run_1/met1.png
Drawn at 4 px/µm. Supply wires on this layer in grey.
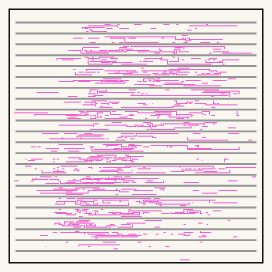
run_1/final_clocks.png
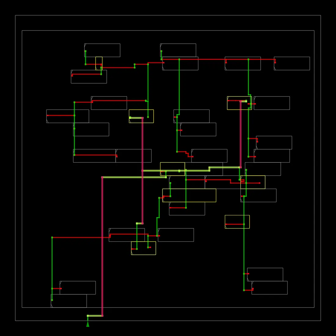
run_1/density.png
Drawn at 6 px/µm. 6 x 6 tiles, from white (low) to dark blue (high), 0 to 100% covered.
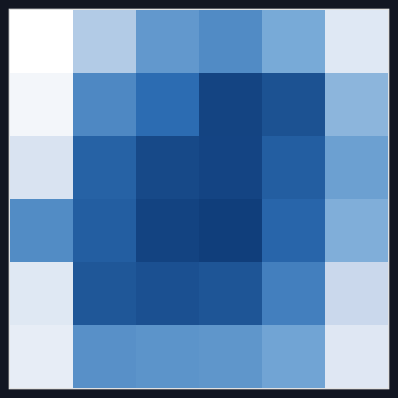
run_1/met3.png
Drawn at 8 px/µm. Cells faint in the background.
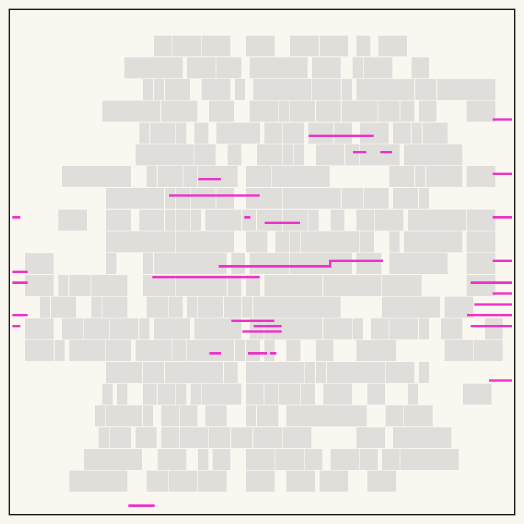
--- config.mk ---
export PLATFORM = sky130hd
export DESIGN_NAME = lockstep_compare_ctrl
export DESIGN_NICKNAME = d
export VERILOG_FILES = /design/src/rtl/lockstep_pkg.sv /design/src/rtl/sat_counter.sv /design/src/rtl/lockstep_compare_ctrl.sv
export SDC_FILE = /design/constraint.sdc
export NUM_CORES = 1
export LEC_CHECK = 0
export CORE_UTILIZATION = 43
export DETAILED_ROUTE_END_ITERATION = 16
export PLACE_DENSITY = 0.85
export REMOVE_ABC_BUFFERS = 1
export SETUP_SLACK_MARGIN = 0.1
export SLEW_MARGIN = 20
export SYNTH_ARGS = -nofsm -noshare
export SYNTH_HDL_FRONTEND = slang
export SYNTH_SLANG_ARGS = --single-unit
--- constraint.sdc ---
create_clock -name clk -period 2.18 [get_ports clk]
set_clock_uncertainty 0.15 [all_clocks]
set_input_delay 0.218 -clock clk [delete_from_list [all_inputs] [get_ports clk]]
set_output_delay 0.218 -clock clk [all_outputs]
set_load 0.01 [all_outputs]
--- src/rtl/lockstep_pkg.sv ---
// Shared state encoding for the lockstep compare controller.
package lockstep_pkg;

  typedef enum logic [1:0] {
    IDLE   = 2'd0,
    WARMUP = 2'd1,
    CHECK  = 2'd2,
    FAULT  = 2'd3
  } lockstep_state_t;

  // Plain constants for the state register and the state output port.
  localparam logic [1:0] ST_IDLE   = IDLE;
  localparam logic [1:0] ST_WARMUP = WARMUP;
  localparam logic [1:0] ST_CHECK  = CHECK;
  localparam logic [1:0] ST_FAULT  = FAULT;

endpackage

--- src/rtl/sat_counter.sv ---
// Saturating up-counter: clear beats increment, holds at all-ones.
module sat_counter #(
  parameter int W = 8
) (
  input  logic         clk,
  input  logic         rst,
  input  logic         inc,
  input  logic         clr,
  output logic [W-1:0] q
);

  logic [W-1:0] q_reg;
  logic [W-1:0] q_next;

  // Next count: clear first, otherwise count up until all-ones.
  always_comb begin
    q_next = q_reg;
    if (clr) begin
      q_next = '0;
    end else if (inc && (q_reg != '1)) begin
      q_next = q_reg + W'(1);
    end
  end

  // Count register.
  always_ff @(posedge clk) begin
    if (rst) begin
      q_reg <= '0;
    end else begin
      q_reg <= q_next;
    end
  end

  assign q = q_reg;

endmodule

--- src/rtl/lockstep_compare_ctrl.sv ---
// Supervises a bank of delay-compare channels: holds them in reset while idle,
// masks results for the pipeline fill, then flags persistent mismatches with a
// sticky, acknowledgeable fault and a capture of the offending channels.
module lockstep_compare_ctrl #(
  parameter int NUM_CH   = 4,
  parameter int DELAY    = 3,
  parameter int CNT_W    = 16,
  parameter int THRESH_W = 4
) (
  input  logic                clk,
  input  logic                rst,
  input  logic                enable,
  input  logic [NUM_CH-1:0]   ch_mask,
  input  logic [NUM_CH-1:0]   equal,
  input  logic [THRESH_W-1:0] threshold,
  input  logic                fault_ack,
  input  logic                cnt_clr,
  output logic                comp_rst,
  output logic [1:0]          state,
  output logic                checking,
  output logic                fault,
  output logic [NUM_CH-1:0]   fault_ch,
  output logic [CNT_W-1:0]    mismatch_cnt
);

  import lockstep_pkg::*;

  localparam int WARM_W = (DELAY < 2) ? 1 : $clog2(DELAY + 1);
  localparam logic [WARM_W-1:0] WARM_LOAD = WARM_W'(DELAY - 1);

  logic [1:0]          state_reg, state_next;
  logic [WARM_W-1:0]   warm_reg, warm_next;
  logic                fault_reg, fault_next;
  logic [NUM_CH-1:0]   fault_ch_reg, fault_ch_next;

  logic [THRESH_W-1:0] consec;
  logic [NUM_CH-1:0]   mism_vec;
  logic                in_idle, in_check, in_fault;
  logic                mism;
  logic [THRESH_W:0]   consec_plus1;
  logic [THRESH_W:0]   thr_eff;
  logic                trip;
  logic                consec_clr;

  assign in_idle  = (state_reg == ST_IDLE);
  assign in_check = (state_reg == ST_CHECK);
  assign in_fault = (state_reg == ST_FAULT);

  // Only participating channels can mismatch, and only while checking.
  assign mism_vec = ~equal & ch_mask;
  assign mism     = in_check && (|mism_vec);

  // One extra bit so the compare works even when consec is at its ceiling.
  assign consec_plus1 = {1'b0, consec} + (THRESH_W + 1)'(1);
  assign thr_eff      = (threshold == '0) ? (THRESH_W + 1)'(1) : {1'b0, threshold};
  assign trip         = mism && (consec_plus1 >= thr_eff);

  // A matching cycle breaks the run; a fresh session and an ack start from zero.
  assign consec_clr = in_idle || (in_check && !(|mism_vec)) || (in_fault && fault_ack);

  sat_counter #(.W(THRESH_W)) u_consec (
    .clk (clk),
    .rst (rst),
    .inc (mism),
    .clr (consec_clr),
    .q   (consec)
  );

  sat_counter #(.W(CNT_W)) u_mismatch_cnt (
    .clk (clk),
    .rst (rst),
    .inc (mism),
    .clr (cnt_clr),
    .q   (mismatch_cnt)
  );

  // Next-state logic; fault detection takes priority over leaving CHECK.
  always_comb begin
    state_next    = state_reg;
    warm_next     = warm_reg;
    fault_next    = fault_reg;
    fault_ch_next = fault_ch_reg;
    case (state_reg)
      ST_IDLE: begin
        if (enable) begin
          state_next = ST_WARMUP;
          warm_next  = WARM_LOAD;
        end
      end
      ST_WARMUP: begin
        if (!enable) begin
          state_next = ST_IDLE;
        end else if (warm_reg == '0) begin
          state_next = ST_CHECK;
        end else begin
          warm_next = warm_reg - WARM_W'(1);
        end
      end
      ST_CHECK: begin
        if (trip) begin
          state_next    = ST_FAULT;
          fault_next    = 1'b1;
          fault_ch_next = mism_vec;
        end else if (!enable) begin
          state_next = ST_IDLE;
        end
      end
      ST_FAULT: begin
        if (fault_ack) begin
          state_next    = ST_IDLE;
          fault_next    = 1'b0;
          fault_ch_next = '0;
        end
      end
      default: begin
        state_next = ST_IDLE;
      end
    endcase
  end

  // State, warm-up count and fault capture registers.
  always_ff @(posedge clk) begin
    if (rst) begin
      state_reg    <= ST_IDLE;
      warm_reg     <= '0;
      fault_reg    <= 1'b0;
      fault_ch_reg <= '0;
    end else begin
      state_reg    <= state_next;
      warm_reg     <= warm_next;
      fault_reg    <= fault_next;
      fault_ch_reg <= fault_ch_next;
    end
  end

  assign state    = state_reg;
  assign comp_rst = in_idle;
  assign checking = in_check;
  assign fault    = fault_reg;
  assign fault_ch = fault_ch_reg;

endmodule
==> out/metrics.yaml, run 1 <==
run_status:
  status: "complete, no violations"
clock_network:
  cts_setup_buffers: 0
  cts_tree: "done"
  cts-root-buf: "clkbuf_8"
final_layout:
  n_all_inverters: 8
  seq_area_um2: 589
  drive_above_1_share: 0.186
  final-clk-cell-share: 0.0496
  layout_top_cells: "clkdlybuf4s50_1, dfxtp_1, nor2_1"
  largest_reg_flops: 16
  bufAreaShareNonClock: 0.230
  sh_comb_area: 0.432
  final_area_um2: 2340
  comb_cells: 141
  seq-cell-share: 0.251
  ff_count: 29
  fin_nets: 265
  buffers_excl_clock: 56
  area_growth_pct: 46.6
  utilization: 0.681
  final-instance-count-excl-fill: 288
pwr:
  p_switching_mw: 0.277
  worst_ir_drop_vdd_mv: 0.296
  clkPwrFrac: 0.458
setup_path:
  cp_max_fo: 7
  critPathLaunch: "u_consec.q[1]"
  crit_required_ps: 2230
  cp.arrival_ps: 2090
  reg2reg_from: "u_consec.q[1]"
  critPathCaptureType: "flip-flop"
  rrSetupSlack_ps: 140
logic_synthesis:
  synth_cell_types: 43
  synthCells: 188
  ys_seq_frac: 0.363
  edf_count: 0
  synth_area_per_cell_um2: 8.51
  async_flop_share: 0
global_routing:
  grt.total_usage: 0.205
  grt_pass1_vias: 1434
  antenna_found_initial: 0
worst_hold_path:
  hold_class: "reg2reg"
sta:
  finalHoldViolCount: 0
  tns_ps: 0
  hold_ws_ps: 306
  fmax_mhz: 490
  timing.final.crit_share: 0.935
placed_design:
  dp_slack_ps: -72.1
  place.gp.congestion: 0.745
  numPlacedInstances: 278
floorplanning:
  die_width_um: 63.0
  initial_core_util: 0.465
  ioPinCount: 42
  rows: 21
route:
  ant_nets: 0
  routed_via_density: 5.27
  totalWireLength_um: 3810
job:
  cap_violations: 0
About met1.png:
wire length on this layer: 1690 µm
nets with wire on the layer: 234

About final_clocks.png:
CTS Sinks: 29
cts bufs inserted: 5
P_clk: 0.578 mW
Insertion Delay late pin: 280 ps
clkbuf count: 7

About density.png:
nearly empty tiles: 2.8%
emptiest ninth of the die: north-west
mean over tiles: 58%
densest ninth of the die: centre
tiles over 75% full: 39%

About met3.png:
share of all routed wire: 3.2%
wire length on this layer: 120 µm
nets with wire on the layer: 25

-- run 1: synth_stat cells, drive strengths merged, types with 3 or more instances --
cell type and instances:
dfxtp 29, clkbuf 5, o21ai 7, nor3 8, nand3 8, and4 4, nand2b 7, mux2i 5
ha 7, nand4 4, a21oi 8, xnor2 14, nor2b 5, nor4 3, nor2 20, buf 5
inv 8, nand2 17
-- run 1: power groups by stage --
stage,Combinational (mW),Sequential (mW),Clock (mW)
5_1_grt,0.156,0.541,0.618
3_5_place_dp,0.134,0.554,0
6_report,0.142,0.541,0.578
4_1_cts,0.136,0.541,0.583
3_3_place_gp,0.132,0.553,0
2_1_floorplan,0.0570,0.557,0
-- run 1: worst min-delay path by stage --
stage	startpoint	cells past startpoint	endpoint
2_1_floorplan	rst	1	fault
3_3_place_gp	fault	2	fault
3_5_place_dp	fault_ch[2]	2	fault_ch[2]
4_1_cts	fault_ch[2]	2	fault_ch[2]
5_1_grt	fault_ch[2]	2	fault_ch[2]
6_report	fault_ch[2]	2	fault_ch[2]
-- run 1: cell families after synthesis --
kind of cell,synth area share
simple gates,0.290
compound gates,0.131
flops,0.363
buf+inv,0.0485
xor+xnor,0.0822
fa+ha+maj,0.0548
mux,0.0313
-- run 1: worst max-delay path, cell delays in order, from the launching register on --
cell and delay, ps:
dfxtp_4 360, ha_4 180, xor2_2 150, ha_1 300, o21ai_2 140, a21oi_2 50, o31ai_2 210, buf_4 220
mux2i_1 200
-- run 1: routing by layer --
layer | wire length (µm) | GRT usage | vias to the layer above
li1 | - | - | 762
met1 | 1690 | 0.250 | 704
met2 | 1910 | 0.347 | 41
met3 | 120 | 0.0274 | 11
met4 | 97 | 0.110 | 0
met5 | 0 | 0 | -
==> inputs of run 2 (changes only) <==
--- a/config.mk
+++ b/config.mk
@@ -5,9 +5,10 @@
 export SDC_FILE = /design/constraint.sdc
 export NUM_CORES = 1
 export LEC_CHECK = 0
-export CORE_UTILIZATION = 43
+export ABC_AREA = 1
+export CORE_UTILIZATION = 45
 export DETAILED_ROUTE_END_ITERATION = 16
-export PLACE_DENSITY = 0.85
+export PLACE_DENSITY = 0.86
 export REMOVE_ABC_BUFFERS = 1
 export SETUP_SLACK_MARGIN = 0.1
 export SLEW_MARGIN = 20
run_2/met3.png
Drawn at 8 px/µm. Cells faint in the background.
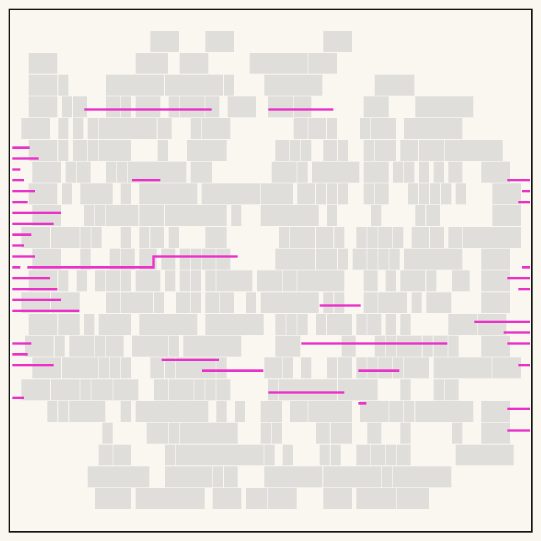
wire length on this layer: 194 µm
nets with wire on the layer: 38
main direction: horizontal
share of all routed wire: 4.6%
longest straight run: 17.9 µm

run_2/density.png
Drawn at 6 px/µm. 7 x 7 tiles, from white (low) to dark blue (high), 0 to 100% covered.
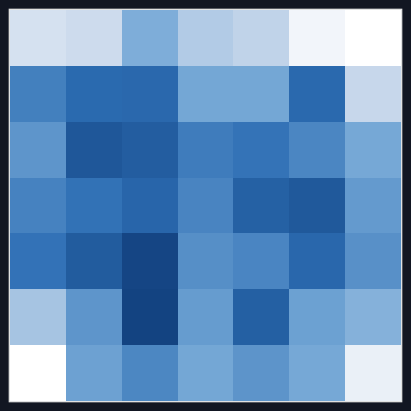
emptiest ninth of the die: north-east
nearly empty tiles: 4.1%
fullest tile: 93%

==> run 2 against run 1 <==
Effect of this change: utilization decreased by 1.9 points; sequential share of layout area is 1.5 points lower; sequential power rose by 4%; non-clock buffer count down 7; via count is 22% higher; critical endpoint is now state[0]; first-iteration DRC count grew 4.1%; combinational power grew 73%; cell count increased by 26%; maximum frequency rose by 1.2%; worst setup slack gained 23 ps; largest power group unchanged; final area grew 5.8%; critical path depth is 4 higher.
==> out/metrics.yaml, run 2 <==
route:
  highest-signal-layer: "met4"
  ant_nets: 0
  totalWireLength_um: 4220
final_layout:
  final_area_um2: 2480
  layout_top_cells: "nand2_1, clkdlybuf4s50_1, inv_1"
  fin_nets: 338
  largest_reg_flops: 16
  drive_above_1_share: 0.171
  area_growth_pct: 38.2
  utilization: 0.662
global_routing:
  top_usage_layer: "met2"
  grt_use_met3: 0.0503
  grt.total_usage: 0.219
  grt_use_met1: 0.255
  antenna_found_initial: 0
run_status:
  status: "complete, no violations"
sta:
  tns_ps: 0
  timing.final.crit_share: 0.925
  fmax_mhz: 496
setup_path:
  rrSetupSlack_ps: 160
  critPathLaunch: "u_consec.q[1]"
  critical_path.cell_chain: "ha_4 -> xor2_2 -> ha_1 -> a21oi_2 -> nand2_1 -> nand2_1 -> nand2_2 -> nand2_4 -> buf_6 -> o2111ai_1 -> inv_1 -> nor2_1"
  cp_max_fo: 5
logic_synthesis:
  mux_share: 0
  synth_area_per_cell_um2: 6.82
  simple_gate_area_frac: 0.354
  xor_area_frac: 0.0439
  ys_seq_frac: 0.324
  top_cells_by_count: "nand2_1, inv_1, dfxtp_1"
  async_flop_share: 0
  aoi_share: 0.132
  logic_family: "simple AND/OR/NAND/NOR gates"
pwr:
  worst_ir_drop_vdd_mv: 0.279
  clk-power_mw: 0.587
  clkPwrFrac: 0.421
  p_switching_mw: 0.369
  pg_seq_mw: 0.560
floorplanning:
  ioPinCount: 42
  rows: 22
placed_design:
  place.gp.congestion: 0.906
  dp_slack_ps: -132
clock_network:
  cts_buffers: 5
  cts_tree: "done"
worst_hold_path:
  worstHoldPathCells: 2
==> run 2: cell count changes after synthesis, sizes merged, moves of 5 or more <==
cell | previous run | this run
a21oi | 8 | 26
inv | 8 | 34
mux2i | 5 | 0
nand2 | 17 | 82
nand2b | 7 | 0
nand3 | 8 | 17
nor2 | 20 | 28
nor2b | 5 | 0
xnor2 | 14 | 2
xor2 | 1 | 7
==> run 2: worst min-delay path by stage <==
stage / startpoint / end / slack [ps]
detailed placement: warm_reg[1] / warm_reg[1] / 300
CTS: warm_reg[1] / warm_reg[1] / 310
global placement: warm_reg[1] / warm_reg[1] / 300
floorplan: rst / fault / 140
finish: warm_reg[1] / warm_reg[1] / 310
global route: fault_ch[3] / fault_ch[3] / 340
==> run 2: worst register-to-register path, delay by kind of cell, from the launching register on <==
family / cells / cell delay (ps)
simple gates: 5 / 360
flops: 1 / 360
xor+xnor: 1 / 150
fa+ha+maj: 2 / 490
compound gates: 2 / 230
buf+inv: 2 / 190
==> run 2: per-stage QoR <==
| step | hold slack [ps] | instances |
|---|---|---|
| CTS | 309 | 362 |
| finish | 308 | 363 |
| global placement | 298 | 354 |
| global route | 343 | 363 |
| floorplan | 137 | 258 |
| detailed placement | 299 | 354 |
==> run 2: area by class of cell <==
| type | count | area (µm²) |
|---|---|---|
| Clock buffer | 6 | 82.6 |
| Clock inverter | 2 | 37.5 |
| Fill cell | 340 | 1260 |
| Inverter | 34 | 130 |
| Multi-Input combinational cell | 195 | 1110 |
| Sequential cell | 29 | 587 |
| Tap cell | 48 | 60.1 |
| Timing Repair Buffer | 49 | 474 |
==> run 2: what timing repair did <==
item | 4_1_cts | 5_1_grt
pin swaps | 0 | 8
cloned | 0 | 0
setup buffers | 0 | 1
gates resized | 4 | 19
setup endpoints to repair | 6 | 12
==> inputs of run 3 (changes only) <==
--- a/config.mk
+++ b/config.mk
@@ -8,6 +8,7 @@
 export ABC_AREA = 1
 export CORE_UTILIZATION = 45
 export DETAILED_ROUTE_END_ITERATION = 16
+export GPL_TIMING_DRIVEN = 0
 export PLACE_DENSITY = 0.86
 export REMOVE_ABC_BUFFERS = 1
 export SETUP_SLACK_MARGIN = 0.1
run_3/final_clocks.png
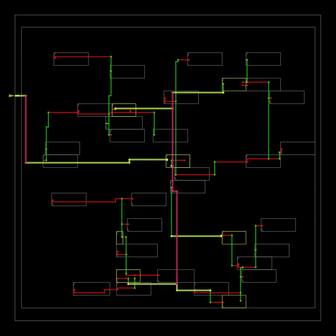
P_clk: 0.450 mW
Flops: 29

run_3/clock_map.png
Drawn at 6 px/µm.
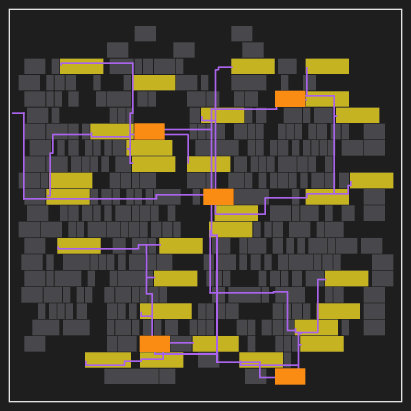
[clock wires] purple | length: 429 µm
[flip-flops] yellow | count: 29
[cells driving clock nets] orange | count: 5
routed clock nets: 6

==> run 3 against run 2 <==
Effect of this change: combinational power down 4%; power down 10%; first-iteration DRC count up 57%; sequential power about the same; register-to-register slack better by 50 ps; worst setup slack better by 33 ps; via count down 1.4%; final area down 2.5%; sequential cell count unchanged; synthesized cell count unchanged; count of clock-buffer cells in the layout up 1; non-clock buffer count unchanged; critical endpoint is now checking.
==> out/metrics.yaml, run 3 <==
pwr:
  power.density_nw_per_um2: 517
  worst_ir_drop_vdd_mv: 0.311
  leakagePower_nw: 0.994
  p_total_mw: 1.25
logic_synthesis:
  synth_cell_types: 31
  synthCells: 263
  synth_area_per_cell_um2: 6.82
  yosys_area_um2: 1790
  synth_top_area_share: 0.324
  ys_seq_frac: 0.324
  yosysWarnings: 0
  synth_dominant_cell_count: "nand2_1"
  async_flop_share: 0
  top_cells_by_count: "nand2_1, inv_1, dfxtp_1"
  synthFlopType: "dfxtp_1"
  edf_count: 0
  syn_area_um2: 1790
  top_area_cell: "dfxtp_1"
sta:
  setup_viol: 0
  tns_ps: 0
  finalHoldViolCount: 0
  final_max_slew_viol_count: 0
  timing.final.crit_share: 0.910
  fmax_mhz: 504
setup_path:
  ff2ff_path_depth: 12
  critPathLaunch: "state[0]"
  rrSetupSlack_ps: 210
  crit_required_ps: 1810
  reg2reg_from: "u_consec.q[0]"
  worst-setup-path-type: "reg2out"
  critPathCaptureType: "output pin"
  cp_max_fo: 5
  cp-endpoint: "checking"
  cp.arrival_ps: 1610
final_layout:
  bufAreaShareNonClock: 0.195
  comb_cells: 195
  largest_reg_flops: 16
  combGateArea_um2: 1080
  final-clk-cell-share: 0.0357
  layout_top_cell: "nand2_1"
  buffers_excl_clock: 49
  area_growth_pct: 34.7
  drive_above_1_share: 0.150
  layout_top_cells: "nand2_1, clkdlybuf4s50_1, inv_1"
  seq-cell-share: 0.243
  seq_area_um2: 588
  final-instance-count-excl-fill: 362
  sh_comb_area: 0.448
  fillCellCount: 347
  area_dominant_class: "combinational gates"
  nClkBuffers: 7
  fin_nets: 338
  n_all_inverters: 34
placed_design:
  numPlacedInstances: 347
  dp_slack_ps: -143
  place.gp.congestion: 0.894
  post-dp-hpwl_um: 2970
  io_buffers: 41
floorplanning:
  ioPinCount: 42
  num_tap_cells: 48
  die_width_um: 65.1
  fp.coreArea_um2: 3740
  initial_core_util: 0.479
  rows: 22
clock_network:
  cts_buffers: 5
  cts.sinks: 29
  cts_setup_buffers: 3
  cts-root-buf: "clkbuf_8"
  cts_tree: "done"
  insertion_delay_ps: 280
  ctsHoldBuffers: 0
  post_cts_resized: 3
global_routing:
  overflow: 0
  grt_pass1_vias: 1752
  antenna_found_initial: 0
  grt.total_usage: 0.215
route:
  wire_per_inst_um: 11.4
  drt_first_pass_iters: 4
  totalWireLength_um: 4130
  ant_nets: 0
  routed_via_density: 5.04
  via_count: 1824
job:
  warnings: 25
  cap_violations: 0
worst_hold_path:
  hold_class: "reg2reg"
run_status:
  status: "complete, no violations"
[run 3: power breakdown]
group / leakage (nW) / switching, mW / internal (mW) / total [mW]
sequential: 0.237 / 0.0172 / 0.545 / 0.563
clock: 0.0443 / 0.200 / 0.250 / 0.450
combinational: 0.713 / 0.132 / 0.104 / 0.236
[run 3: how the worst min path moves through the flow]
stage                   to         from  cells past startpoint  slack, ps
4_1_cts        warm_reg[1]  warm_reg[1]                      2        310
6_report       fault_ch[2]  fault_ch[2]                      2        310
3_5_place_dp   warm_reg[1]  warm_reg[1]                      2        300
3_3_place_gp   warm_reg[1]  warm_reg[1]                      2        300
2_1_floorplan        fault          rst                      1        140
5_1_grt        fault_ch[2]  fault_ch[2]                      2        330
[run 3: layer usage]
metal | wire (µm) | global-route usage | share of wire
met3 | 244 | 0.0625 | 0.059
met4 | 87 | 0.101 | 0.021
met2 | 2060 | 0.380 | 0.50
met5 | 0 | 0 | 0
met1 | 1740 | 0.236 | 0.42
[run 3: logic make-up after synthesis]
kind of cell | count (synthesis) | share of synthesized area
adders and majority gates | 7 | 0.0488
and+or+nand+nor | 139 | 0.354
xor gates and xnor gates | 9 | 0.0439
AOI/OAI and AO/OA | 40 | 0.132
DFF | 29 | 0.324
buffers and inverters | 39 | 0.0976
[run 3: stage by stage]
step	cell area (µm²)	util	hold WS (ps)
2_1_floorplan	1750	-	137
3_3_place_gp	2220	0.593	298
3_5_place_dp	2220	0.593	304
4_1_cts	2330	0.624	314
5_1_grt	2420	0.646	330
6_report	2420	0.646	309
[run 3: critical path, cell delays in order, from the launching register on]
cell and delay, ps:
dfxtp_1 350, inv_1 120, nand2_1 130, inv_1 170
clkdlybuf4s50_1 560
Power is estimated from default activity; no workload was simulated.
